<file path="src/rtl/pifo_client.sv">
// pifo_client: initiator-side adapter pacing insert/remove strobes to a PIFO core with a 2-entry dequeue buffer
module pifo_client #(
  parameter int RANK_WIDTH = 10,
  parameter int META_WIDTH = 20,
  parameter int CAPACITY = 160,
  parameter int INSERT_GAP = 1,
  parameter int REMOVE_GAP = 2,
  localparam int OCC_W = $clog2(CAPACITY + 1)
) (
  input  logic                  clk,
  input  logic                  rst,
  input  logic                  enq_valid,
  output logic                  enq_ready,
  input  logic [RANK_WIDTH-1:0] enq_rank,
  input  logic [META_WIDTH-1:0] enq_meta,
  output logic                  deq_valid,
  input  logic                  deq_ready,
  output logic [RANK_WIDTH-1:0] deq_rank,
  output logic [META_WIDTH-1:0] deq_meta,
  output logic                  pifo_insert,
  output logic                  pifo_remove,
  output logic [RANK_WIDTH-1:0] pifo_rank_in,
  output logic [META_WIDTH-1:0] pifo_meta_in,
  input  logic [RANK_WIDTH-1:0] pifo_rank_out,
  input  logic [META_WIDTH-1:0] pifo_meta_out,
  input  logic                  pifo_valid_out,
  input  logic                  pifo_busy,
  output logic [OCC_W-1:0]      occupancy,
  output logic                  err_underflow
);
  localparam int GW = $clog2((INSERT_GAP > REMOVE_GAP ? INSERT_GAP : REMOVE_GAP) + 2);
  localparam int EW = RANK_WIDTH + META_WIDTH;
  typedef enum logic [1:0] {IDLE, INS_HOLD, REM_HOLD} state_e;
  state_e state_q, state_d;
  logic [GW-1:0] cnt_q, cnt_d;
  logic [OCC_W-1:0] occ_q, occ_d;
  logic last_rem_q, last_rem_d;
  logic err_q;
  logic [EW-1:0] buf_q [2];
  logic [EW-1:0] buf_d [2];
  logic [1:0] bcnt_q, bcnt_d, bcnt_after;
  logic pop, ins_ok, rem_ok;
  assign pop = deq_valid && deq_ready;
  assign bcnt_after = bcnt_q - {1'b0, pop};
  assign ins_ok = rst && state_q == IDLE && !pifo_busy && occ_q < OCC_W'(CAPACITY);
  assign rem_ok = rst && state_q == IDLE && pifo_valid_out && occ_q != '0 && bcnt_after < 2'd2;
  assign enq_ready = ins_ok && !(rem_ok && !last_rem_q);
  assign pifo_insert = enq_valid && enq_ready;
  assign pifo_remove = rem_ok && !pifo_insert;
  assign pifo_rank_in = enq_rank;
  assign pifo_meta_in = enq_meta;
  assign deq_valid = bcnt_q != 2'd0;
  assign deq_rank = buf_q[0][EW-1:META_WIDTH];
  assign deq_meta = buf_q[0][META_WIDTH-1:0];
  assign occupancy = occ_q;
  assign err_underflow = err_q;
  // Gap countdown, occupancy tracking and grant history
  always_comb begin
    state_d = state_q;
    cnt_d = cnt_q;
    occ_d = occ_q;
    last_rem_d = last_rem_q;
    if (state_q != IDLE) begin
      cnt_d = cnt_q - GW'(1);
      state_d = cnt_q <= GW'(1) ? IDLE : state_q;
    end
    if (pifo_insert) begin
      occ_d = occ_q + 1'b1;
      last_rem_d = 1'b0;
      cnt_d = GW'(INSERT_GAP);
      state_d = INSERT_GAP == 0 ? IDLE : INS_HOLD;
    end else if (pifo_remove) begin
      occ_d = occ_q - 1'b1;
      last_rem_d = 1'b1;
      cnt_d = GW'(REMOVE_GAP);
      state_d = REMOVE_GAP == 0 ? IDLE : REM_HOLD;
    end
  end
  // Output buffer: pop shifts the tail forward, push lands behind whatever remains
  always_comb begin
    buf_d = buf_q;
    bcnt_d = bcnt_after + {1'b0, pifo_remove};
    if (pop) buf_d[0] = buf_q[1];
    if (pifo_remove) buf_d[bcnt_after[0]] = {pifo_rank_out, pifo_meta_out};
  end
  // Control state with synchronous active-low reset; reset discards buffered items
  always_ff @(posedge clk) begin
    if (!rst) begin
      state_q <= IDLE;
      cnt_q <= '0;
      occ_q <= '0;
      last_rem_q <= 1'b0;
      bcnt_q <= 2'd0;
      err_q <= 1'b0;
    end else begin
      state_q <= state_d;
      cnt_q <= cnt_d;
      occ_q <= occ_d;
      last_rem_q <= last_rem_d;
      bcnt_q <= bcnt_d;
      err_q <= err_q | (pifo_valid_out && occ_q == '0);
    end
  end
  // Buffer payload needs no reset; validity comes from bcnt_q
  always_ff @(posedge clk) buf_q <= buf_d;
endmodule

</file>
<file path="config.mk">
export PLATFORM = sky130hd
export DESIGN_NAME = pifo_client
export DESIGN_NICKNAME = d
export VERILOG_FILES = /design/src/rtl/pifo_client.sv
export SDC_FILE = /design/constraint.sdc
export NUM_CORES = 1
export LEC_CHECK = 0
export CORE_MARGIN = 2
export CORE_UTILIZATION = 48
export DETAILED_ROUTE_END_ITERATION = 16
export MAX_ROUTING_LAYER = met4
export PLACE_DENSITY = 0.86
export SLEW_MARGIN = 20
export SYNTH_ARGS = -nofsm -noshare
export SYNTH_HDL_FRONTEND = slang
export SYNTH_SLANG_ARGS = --single-unit
export TNS_END_PERCENT = 100
</file>
<file path="constraint.sdc">
create_clock -name clk -period 7.5 [get_ports clk]
set_input_delay 1.125 -clock clk [delete_from_list [all_inputs] [get_ports clk]]
set_output_delay 1.125 -clock clk [all_outputs]
set_load 0.005 [all_outputs]
</file>
==> reports/metrics.csv, run 1 <==
metric,value,unit
drt-pass1-iter-count,4,
status,finished clean,
fill_cells,611,
critPathKind,input pin to output pin,
synth_warnings,0,
max-cap-violations,0,
vias,2317,
end_kind,output pin,
dieHeight,91.4,um
power_frac_comb,43.8,%
vias_per_cell,5.06,
rows,31,
p_sw,0.570,mW
ys_types,43,
cts_made_buffers,9,
syn-instance-count,335,
cts_tree,done,
period_minus_slack,4.95,ns
grt_overflow,0,
syn_area,3670,sq um
grt_use_total,16.3,%
post_cts_resized,0,
syn_nets,412,
hpwl,4440,um
edf_count,30,
finalSetupTns,0,ns
drive_gt1_share,8.36,%
setup_viol,0,
path_cells,clkdlybuf4s50_1 > nand2_2 > buf_4 > inv_1 > ha_1 > xor2_1 > a211oi_2 > o21a_1 > clkdlybuf4s50_1,
die_width,91.4,um
ctsRootBufferMaster,clkbuf_8,
ys_cells,335,
core-area,7330,sq um
cts.sinks,76,
fmax,202,MHz
openroad.warnings,27,
clk_latency,0.33,ns
relSlewSlack,48.4,%
crit_top_cell,clkdlybuf4s50_1,
p_leak,1.75,nW
post_cts_buffers,0,
swShare,32.5,%
drv_slew,0,
grt_max_degree,61,
layout_top_cells,"clkdlybuf4s50_1 (78), dfxtp_1 (46), nand2_1 (41), mux2i_1 (32), o21ai_1 (31)",
grt_antenna_before_repair,0,
totalWireLength,6410,um
postSynthAreaPerCell,11.0,sq um
worstMarginPinSlew,0.775,ns
-- run 1: Yosys cell counts, types with 2 or more instances --
cell type,count,area (sq um)
nor2_1,5,18.8
edfxtp_1,30,901
xor2_1,4,35.0
o21a_1,3,22.5
inv_1,6,22.5
o211ai_1,3,22.5
ha_1,10,125
buf_2,6,30.0
mux2i_1,32,320
o21ai_0,3,15.0
nand3_1,5,25.0
nor4_4,2,42.5
a21oi_1,6,30.0
xnor2_1,3,26.3
a21boi_0,5,37.5
o21ai_1,31,155
a21o_1,2,15.0
and2_1,3,18.8
dfxtp_1,46,921
nand2_1,42,158
o211a_1,3,30.0
buf_4,64,480
-- run 1: final timing paths --
path	from	to	slack (ns)	cells past startpoint
worst min register to register	err_underflow$_SDFF_PN0_	err_underflow$_SDFF_PN0_	0.50	2
worst min-delay path	err_underflow$_SDFF_PN0_	err_underflow$_SDFF_PN0_	0.50	2
worst max register to register	bcnt_q[1]$_SDFF_PN0_	occupancy[6]$_SDFFE_PN0P_	3.74	14
worst max-delay path	deq_ready	pifo_remove	2.55	9
-- run 1: through the flow --
stage | util [%] | std cells | power [mW] | instance area (sq um)
4_1_cts | 58.5 | 458 | 1.77 | 4290
3_3_place_gp | 55.6 | 442 | 1.40 | 4070
5_1_grt | 58.6 | 458 | 1.88 | 4300
3_5_place_dp | 55.6 | 442 | 1.43 | 4070
6_report | 58.6 | 458 | 1.75 | 4300
2_1_floorplan | - | 335 | 1.23 | 3670
-- run 1: layout make-up --
cell class / count / area, sq um / area share, %
flip-flops and latches: 76 / 1820 / 42.4
multi-input cells: 181 / 1320 / 30.6
repair buffers: 79 / 788 / 18.3
clock buffers: 10 / 128 / 2.97
well taps: 99 / 124 / 2.88
clock inverters: 6 / 88.8 / 2.07
inverters: 7 / 31.3 / 0.728
-- run 1: power by group through the flow --
stage | registers (mW) | clock network (mW) | logic [mW]
2_1_floorplan | 0.643 | 0 | 0.590
6_report | 0.653 | 0.333 | 0.767
3_3_place_gp | 0.658 | 0 | 0.743
3_5_place_dp | 0.663 | 0 | 0.767
4_1_cts | 0.655 | 0.341 | 0.771
5_1_grt | 0.670 | 0.357 | 0.849
-- run 1: critical path: cells and delay by family --
family,cells,cell delay (ns)
AND-OR/OR-AND,2,0.73
AND/OR/NAND/NOR,1,0.06
XOR/XNOR,1,0.18
adder cells (fa/ha/maj),1,0.22
buffers and inverters,4,1.49
-- run 1: cell families (layout without fill, tap and decap cells) --
kind of cell,Yosys count,in the layout,synth area share (%)
buf+inv,78,102,14.9
compound gates,64,64,11.0
flops,76,76,49.6
mux,33,33,9.34
xor+xnor,7,7,1.67
fa+ha+maj,11,11,3.96
simple gates,66,66,9.48
-- run 1: metal layers --
| layer | vias to the layer above | global-route usage (%) | wire (um) |
|---|---|---|---|
| met3 | 20 | 3.82 | 302 |
| met1 | 1072 | 18.7 | 2860 |
| met5 | - | - | 0 |
| met2 | 80 | 27.3 | 3160 |
| met4 | 0 | 6.82 | 88 |
| li1 | 1145 | - | - |
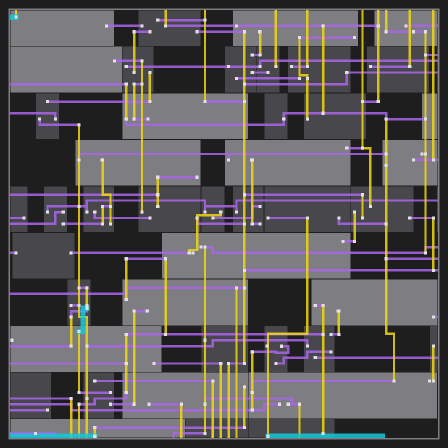
Run 1: zoomed window
Region (10, 56) to (35, 81) um. Cells in gray, sequential cells in the stronger gray; small squares are vias.
metal 1 -> purple
metal 2 -> yellow
metal 3 -> cyan
sequential cells in the window = 12
most frequent = dfxtp_1 (7), nand2_1 (6), o21ai_1 (6)
cells with their middle in the window = 35
netlist names of flops here include = deq_rank (7)

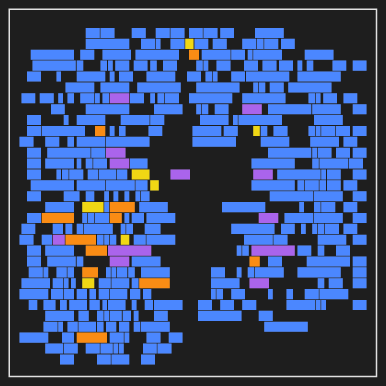
Run 1: cells by drive strength
Scale: 4 px per um.
_3 and _4 cells -> orange  # cells 11
_0 and _1 cells -> blue  # cells 329
_2 cells -> yellow  # cells 7
_6 and larger -> purple  # cells 12

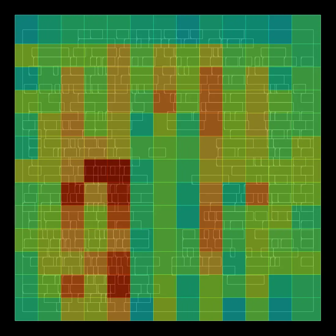
Run 1: congestion heat map
met1 Use GR: 18.7%
routing usage on met2: 27.3%
M3 GR Usage: 3.82%
WL/cell: 14.0 um

Run 1, met1 routing:
Scale: 4 px per um.
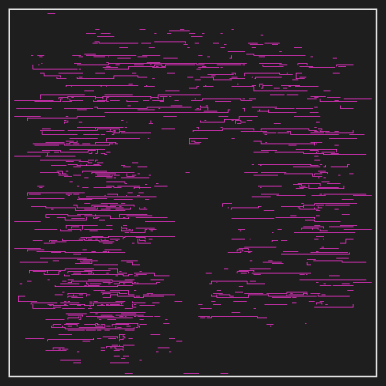

==> run 1 -> run 2 <==
--- a/config.mk
+++ b/config.mk
@@ -6,10 +6,10 @@
 export NUM_CORES = 1
 export LEC_CHECK = 0
 export CORE_MARGIN = 2
-export CORE_UTILIZATION = 48
+export CORE_UTILIZATION = 40
 export DETAILED_ROUTE_END_ITERATION = 16
 export MAX_ROUTING_LAYER = met4
-export PLACE_DENSITY = 0.86
+export PLACE_DENSITY = 0.77
 export SLEW_MARGIN = 20
 export SYNTH_ARGS = -nofsm -noshare
 export SYNTH_HDL_FRONTEND = slang
==> constraint.sdc (replaced) <==
create_clock -name clk -period 4.5 [get_ports clk]
set_input_delay 0.675 -clock clk [delete_from_list [all_inputs] [get_ports clk]]
set_output_delay 0.675 -clock clk [all_outputs]
set_load 0.005 [all_outputs]
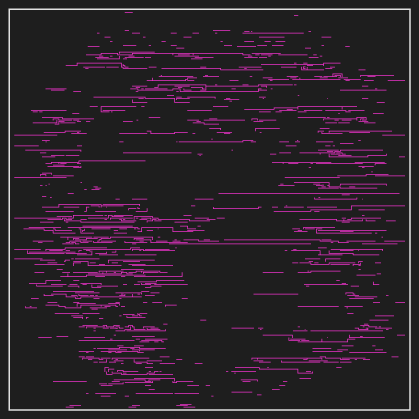
Run 2: met1 routing
Scale: 4 px per um.
nets with wire on the layer = 379
main direction = horizontal
met1 Use GR: 17.5%
Routed WL: 6810 um
DR vias: 2304

==> run 2 against run 1 <==
- critical path depth down 1
- final cell count grew 2.8%
- power is 69% higher
- sequential power grew 65%
- die size increased by 19%
- register-to-register slack worse by 2.4 ns
- utilization is 9.3 points lower
- critical path type unchanged
- critical endpoint is now enq_ready
==> reports/metrics.csv, run 2 <==
metric,value,unit,change
grt_antenna_before_repair,0,,unchanged
finalSetupTns,0,ns,unchanged
worstMarginPinSlew,0.525,ns,-0.250 ns
fill_cells,789,,+29%
edf_count,30,,unchanged
openroad.warnings,27,,unchanged
grt_overflow,0,,unchanged
rows,34,,+9.7%
p_sw,0.972,mW,+71%
p_leak,1.78,nW,+1.9%
swShare,32.8,%,+0.23 points
most_common_cell,buf_4,,
drv_slew,0,,unchanged
grt_use_total,14.0,%,-2.2 points
core-area,8810,sq um,+20%
vias_per_cell,4.89,,-3.3%
clk_latency,0.33,ns,about the same
register_area,1820,sq um,unchanged
hpwl,4930,um,+11%
synth_largest_type_area_fraction,25.1,%,unchanged
end_kind,output pin,,
ys_cells,335,,unchanged
grt_max_degree,31,,-49%
synth_warnings,0,,unchanged
fmax,283,MHz,
postSynthAreaPerCell,11.0,sq um,unchanged
syn_nets,412,,unchanged
ctsRootBufferMaster,clkbuf_8,,
ys_types,43,,unchanged
syn_area,3670,sq um,unchanged
synth_area_leader_cell,dfxtp_1,,
cts_tree,done,,
status,finished clean,,
combGateArea,1310,sq um,-0.76%
period_minus_slack,3.53,ns,
drive_gt1_share,9.37,%,+1.0 points
power_frac_comb,43.5,%,-0.3 points
dieHeight,99.8,um,+9.1%
die_width,99.8,um,+9.1%
max-cap-violations,0,,unchanged
avgRoutedWirePerCell,14.5,um,+3.3%
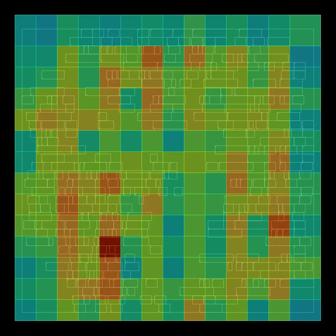
Run 2: congestion heat map
fin util: 49.3%
gr busiest metal: met2

run 2: cell types whose count changed in the layout (fill, tap and decap cells not counted), sizes merged:
| cell | before | now |
|---|---|---|
| buf | 1 | 5 |
| inv | 7 | 9 |
| clkinv | 2 | 1 |
| clkinvlp | 2 | 1 |
run 2: power groups by stage:
stage,Sequential [mW],Clock (mW),Combinational (mW)
after floorplan,1.07,0,0.983
after global placement,1.09,0,1.28
after detailed placement,1.11,0,1.31
after CTS,1.09,0.612,1.31
after global routing,1.11,0.637,1.43
final,1.08,0.593,1.29
run 2: area by class of cell:
class,instances,share of cell area [%]
inverter,7,0.720
tap,108,3.11
multi-input combinational,181,30.0
timing repair buffer,83,18.8
sequential,76,41.9
clock buffer,10,3.17
clock inverter,6,2.16
run 2: critical path, cell delays in order:
cell	delay [ns]
clkdlybuf4s50_1	0.52
nand2_2	0.06
inv_1	0.05
ha_1	0.15
xor2_1	0.30
a211o_1	0.37
o2111a_1	0.22
clkdlybuf4s50_1	0.50
run 2: worst paths after layout:
check	from	end	slack, ns	cells after the start
max	deq_ready	enq_ready	0.97	8
min	flop	deq_meta[1]$_DFF_P_	0.51	2
max reg2reg	bcnt_q[1]$_SDFF_PN0_	occupancy[6]$_SDFFE_PN0P_	1.36	13
min reg2reg	flop	deq_meta[1]$_DFF_P_	0.51	2
run 2: per-stage QoR:
| step | setup WS, ns | cells | instance area, sq um | util, % |
|---|---|---|---|---|
| final | 0.966 | 471 | 4340 | 49.3 |
| after floorplan | 1.21 | 335 | 3670 | - |
| after detailed placement | 0.810 | 455 | 4110 | 46.7 |
| after global routing | 0.880 | 471 | 4340 | 49.3 |
| after global placement | 0.887 | 455 | 4110 | 46.7 |
| after CTS | 0.958 | 471 | 4340 | 49.3 |
run 2: cells by family after synthesis:
| group | after synthesis | share of synthesized area [%] |
|---|---|---|
| AOI/OAI and AO/OA | 64 | 11.0 |
| adders and majority gates | 11 | 3.96 |
| buffers and inverters | 78 | 14.9 |
| DFF | 76 | 49.6 |
| xor gates and xnor gates | 7 | 1.67 |
| and+or+nand+nor | 66 | 9.48 |
| muxes | 33 | 9.34 |
run 2: layer usage:
| metal | up-vias | global-route usage, % | routed length (um) |
|---|---|---|---|
| met5 | - | - | 0 |
| met1 | 1068 | 17.5 | 3160 |
| met4 | 0 | 4.74 | 75 |
| li1 | 1155 | - | - |
| met2 | 65 | 22.3 | 3250 |
| met3 | 16 | 3.55 | 324 |
No activity file was given, so power comes from the tool's default toggle rates.
